Sequential cells grouped by signal name:
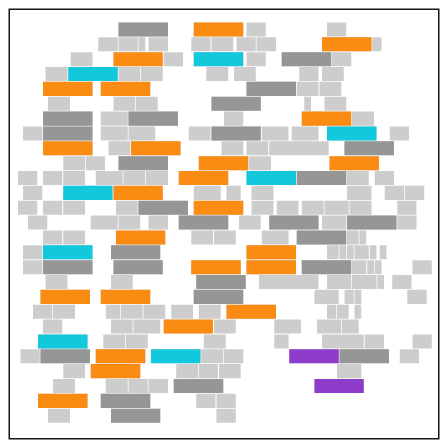
Cell sizes after repair:
The bar under the picture is 20 um long.
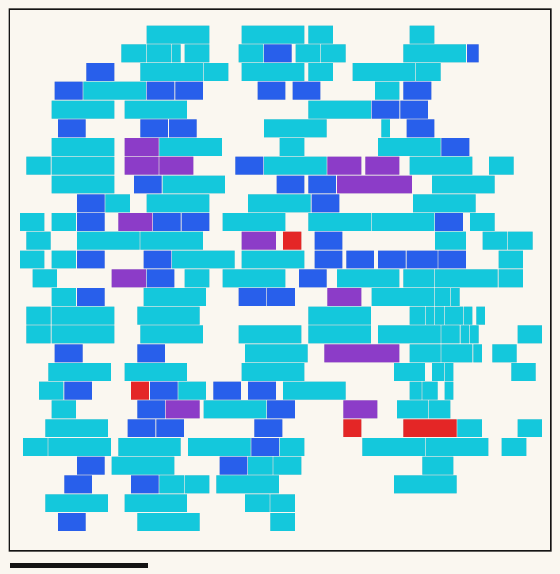
Cell placement:
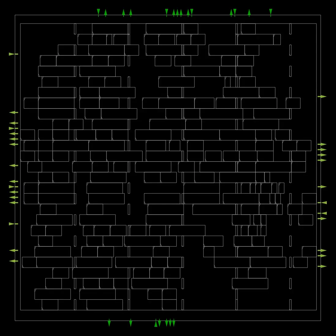
**src/rtl/tdm_demux4_if.sv**
```systemverilog
// tdm_demux4_if: serial TDM input stream and demultiplexed frame outputs.
interface tdm_demux4_if #(parameter int WIDTH = 8);
  logic [WIDTH-1:0] din;
  logic             din_valid;
  logic             sync;
  logic [WIDTH-1:0] o0, o1, o2, o3;
  logic             frame_valid;
  logic [1:0]       slot;
  logic             locked;
  logic             sync_err;
  modport master (
    output din, din_valid, sync,
    input  o0, o1, o2, o3, frame_valid, slot, locked, sync_err
  );
  modport slave (
    input  din, din_valid, sync,
    output o0, o1, o2, o3, frame_valid, slot, locked, sync_err
  );
endinterface

```
**src/rtl/tdm_demux4.sv**
```systemverilog
// tdm_demux4: 4-slot TDM demultiplexer with sync hunting and framing-error detection.
module tdm_demux4 #(parameter int WIDTH = 8) (
  input logic          clk,
  input logic          rst_n,
  tdm_demux4_if.slave  bus
);
  typedef enum logic {HUNT, LOCK} state_t;
  state_t                  state_q, state_d;
  logic [1:0]              slot_q, slot_d;
  logic [2:0][WIDTH-1:0]   sh_q, sh_d;
  logic [3:0][WIDTH-1:0]   o_q, o_d;
  logic                    fv_q, fv_d;
  logic                    se_q, se_d;
  always_comb begin
    state_d = state_q;
    slot_d  = slot_q;
    sh_d    = sh_q;
    o_d     = o_q;
    fv_d    = 1'b0;
    se_d    = 1'b0;
    if (bus.din_valid) begin
      if (state_q == HUNT) begin
        if (bus.sync) begin
          sh_d[0] = bus.din;
          slot_d  = 2'd1;
          state_d = LOCK;
        end
      end else if (bus.sync) begin
        // an early sync abandons the partial frame and restarts at slot 0
        se_d    = slot_q != 2'd0;
        sh_d[0] = bus.din;
        slot_d  = 2'd1;
      end else if (slot_q == 2'd0) begin
        se_d    = 1'b1;
        slot_d  = 2'd0;
        state_d = HUNT;
      end else if (slot_q == 2'd3) begin
        o_d    = {bus.din, sh_q[2], sh_q[1], sh_q[0]};
        fv_d   = 1'b1;
        slot_d = 2'd0;
      end else begin
        if (slot_q == 2'd1) sh_d[1] = bus.din;
        else sh_d[2] = bus.din;
        slot_d = slot_q + 2'd1;
      end
    end
  end
  always_ff @(posedge clk or negedge rst_n) begin
    if (!rst_n) begin
      state_q <= HUNT;
      slot_q  <= '0;
      sh_q    <= '0;
      o_q     <= '0;
      fv_q    <= 1'b0;
      se_q    <= 1'b0;
    end else begin
      state_q <= state_d;
      slot_q  <= slot_d;
      sh_q    <= sh_d;
      o_q     <= o_d;
      fv_q    <= fv_d;
      se_q    <= se_d;
    end
  end
  assign bus.o0          = o_q[0];
  assign bus.o1          = o_q[1];
  assign bus.o2          = o_q[2];
  assign bus.o3          = o_q[3];
  assign bus.frame_valid = fv_q;
  assign bus.sync_err    = se_q;
  assign bus.slot        = slot_q;
  assign bus.locked      = state_q == LOCK;
endmodule
```
**src/flat_wrapper.sv**
```systemverilog
// flat-port wrapper written by rule: the top's interface ports become plain ports
module tdm_demux4_flat 
#(parameter int WIDTH = 8)
  (clk, rst_n, bus_din, bus_din_valid, bus_sync, bus_o0, bus_o1, bus_o2, bus_o3, bus_frame_valid, bus_slot, bus_locked, bus_sync_err);
  tdm_demux4_if #(.WIDTH(WIDTH)) bus_i ();
  input logic clk;
  input logic rst_n;
  input wire logic [$bits(bus_i.din)-1:0] bus_din;
  input wire logic [$bits(bus_i.din_valid)-1:0] bus_din_valid;
  input wire logic [$bits(bus_i.sync)-1:0] bus_sync;
  output wire logic [$bits(bus_i.o0)-1:0] bus_o0;
  output wire logic [$bits(bus_i.o1)-1:0] bus_o1;
  output wire logic [$bits(bus_i.o2)-1:0] bus_o2;
  output wire logic [$bits(bus_i.o3)-1:0] bus_o3;
  output wire logic [$bits(bus_i.frame_valid)-1:0] bus_frame_valid;
  output wire logic [$bits(bus_i.slot)-1:0] bus_slot;
  output wire logic [$bits(bus_i.locked)-1:0] bus_locked;
  output wire logic [$bits(bus_i.sync_err)-1:0] bus_sync_err;
  assign bus_i.din = bus_din;
  assign bus_i.din_valid = bus_din_valid;
  assign bus_i.sync = bus_sync;
  assign bus_o0 = bus_i.o0;
  assign bus_o1 = bus_i.o1;
  assign bus_o2 = bus_i.o2;
  assign bus_o3 = bus_i.o3;
  assign bus_frame_valid = bus_i.frame_valid;
  assign bus_slot = bus_i.slot;
  assign bus_locked = bus_i.locked;
  assign bus_sync_err = bus_i.sync_err;
  tdm_demux4 #(.WIDTH(WIDTH)) u_core (.clk(clk), .rst_n(rst_n), .bus(bus_i));
endmodule
```
**config.mk**
```make
export PLATFORM = sky130hd
export DESIGN_NAME = tdm_demux4_flat
export DESIGN_NICKNAME = d
export VERILOG_FILES = /design/src/rtl/tdm_demux4_if.sv /design/src/rtl/tdm_demux4.sv /design/src/flat_wrapper.sv
export SDC_FILE = /design/constraint.sdc
export NUM_CORES = 1
export LEC_CHECK = 0
export CORE_UTILIZATION = 41
export DETAILED_ROUTE_END_ITERATION = 8
export PLACE_DENSITY = 0.66
export SYNTH_ARGS = -nofsm -noshare
export SYNTH_HDL_FRONTEND = slang
export SYNTH_SLANG_ARGS = --single-unit
```
**constraint.sdc**
```tcl
create_clock -name clk -period 5.2 [get_ports clk]
set_clock_uncertainty 0.2 [all_clocks]
set_input_delay 1.56 -clock clk [delete_from_list [all_inputs] [get_ports clk]]
set_output_delay 1.56 -clock clk [all_outputs]
set_load 0.005 [all_outputs]
```
==> results.cfg <==
; synthesis and place-and-route metrics
[detailed_routing]
vias_per_cell = 4.89
firstDrtPassIters = 4
ant_nets = 0

[synthesis]
syn_area_um2 = 2390
adder_share_pct = 3.66
mux_share_pct = 26.4
ys.flops = 61
ys_types = 18
ys_warn_count = 0

[cells_and_area]
largest-register = u_core.sh_q
syn2layout_area_growth_pct = 32.8
layout.nets = 224
n_fill_cell = 441
lay_top_count = dfrtp_1
drive_above_1_share_pct = 34.8

[floorplanning]
chipArea_um2 = 6140
die_h_um = 78.4
fp_util_pct = 42.9
die-width_um = 78.4

[cts]
cts_num_sinks = 61
cts_setup_buffers = 0
hold_buffers = 0
clk_pin_slew_worst_paths_ns = 0.07
cts_tree = yes
htree_levels = 3

[global_route]
antenna_found_initial = 0
grt_busiest_layer = met2
use_met2_pct = 27.9
grt_pass1_vias = 1513

[setup_path]
rrSetupSlack_ns = 2.77
critPathLaunchType = input pin
crit_buf_inv = 2

[timing]
fmax_mhz = 290

[worst_hold_path]
whs_path_depth = 1

[status]
status = completed

[power]
switching_share_pct = 25.2
## Picture notes: 'sequential cells grouped by signal name'
Key: u_core.bus.slot = purple [placed flops 2]; u_core.sh_q = orange [placed flops 24]; u_core.bus.o3 = cyan [placed flops 8]
Another 27 sequential cells are not colored.
sequential share of cell area: 48.1%
flip-flop and latch area: 1530 um2
seq pwr: 0.000781 W
post-route core utilization: 57.0%

## Picture notes: 'cell sizes after repair'
Key: drive 3 to 4 = red [cells 4, share 1.9%, most used buf_4]; drive 1 or less = cyan [cells 137, share 65%, most used dfrtp_1]; drive 2 = blue [cells 56, share 27%, most used mux2_2]; drive 6 and up = purple [cells 13, share 6.2%, most used clkbuf_8]

## Picture notes: 'cell placement'
Cell Count, Final, Fillers Out: 282
tap cells: 72
# rows: 27
core area: 5570 um2
Flop Count: 61

[layout make-up]
cell class | count | share of cell area (%)
Clock inverter | 3 | 2.13
Timing Repair Buffer | 50 | 15.4
Clock buffer | 13 | 5.00
Tap cell | 72 | 2.84
Inverter | 4 | 0.473
Multi-Input combinational cell | 79 | 26.0
Sequential cell | 61 | 48.1
[Yosys cell counts, drive strengths merged]
cell type	count	area share, %
dfrtp	61	64
ha	7	3.7
and3	2	0.52
nand3	1	0.21
nand2	5	0.79
o21ai	1	0.21
mux2	56	26
nor2	1	0.16
and2b	1	0.31
o22a	1	0.37
nand4	3	1.7
o21a	1	0.31
buf	4	0.94
inv	4	0.63
[worst register-to-register path, delay by kind of cell, from the launching register on]
kind                     cells  cell delay (ns)
flip-flops                   1             0.44
multiplexers                 1             0.36
adder cells (fa/ha/maj)      2             0.40
AND/OR/NAND/NOR              1             0.34
buffers and inverters        3             0.56
[how the worst min path moves through the flow]
stage                   start          endpoint
4_1_cts        u_core.sh_q[3]  u_core.bus.o0[3]
2_1_floorplan  u_core.sh_q[5]  u_core.bus.o0[5]
3_3_place_gp   u_core.sh_q[5]  u_core.bus.o0[5]
5_1_grt        u_core.sh_q[2]    u_core.sh_q[2]
3_5_place_dp   u_core.sh_q[3]  u_core.bus.o0[3]
6_report       u_core.sh_q[3]  u_core.bus.o0[3]
[per-stage QoR]
step                worst slack (ns)  total power, W  cell area, um2  utilization (%)  hold WS (ns)
floorplan                       2.41         0.00101            2390                -         0.252
global placement                1.51         0.00132            2950             52.9         0.261
detailed placement              1.43         0.00135            2950             52.9         0.288
CTS                             1.76         0.00182            3180             57.0         0.304
global route                    1.67         0.00191            3180             57.0         0.320
finish                          1.76         0.00180            3180             57.0         0.301
Power is estimated from default activity; no workload was simulated.
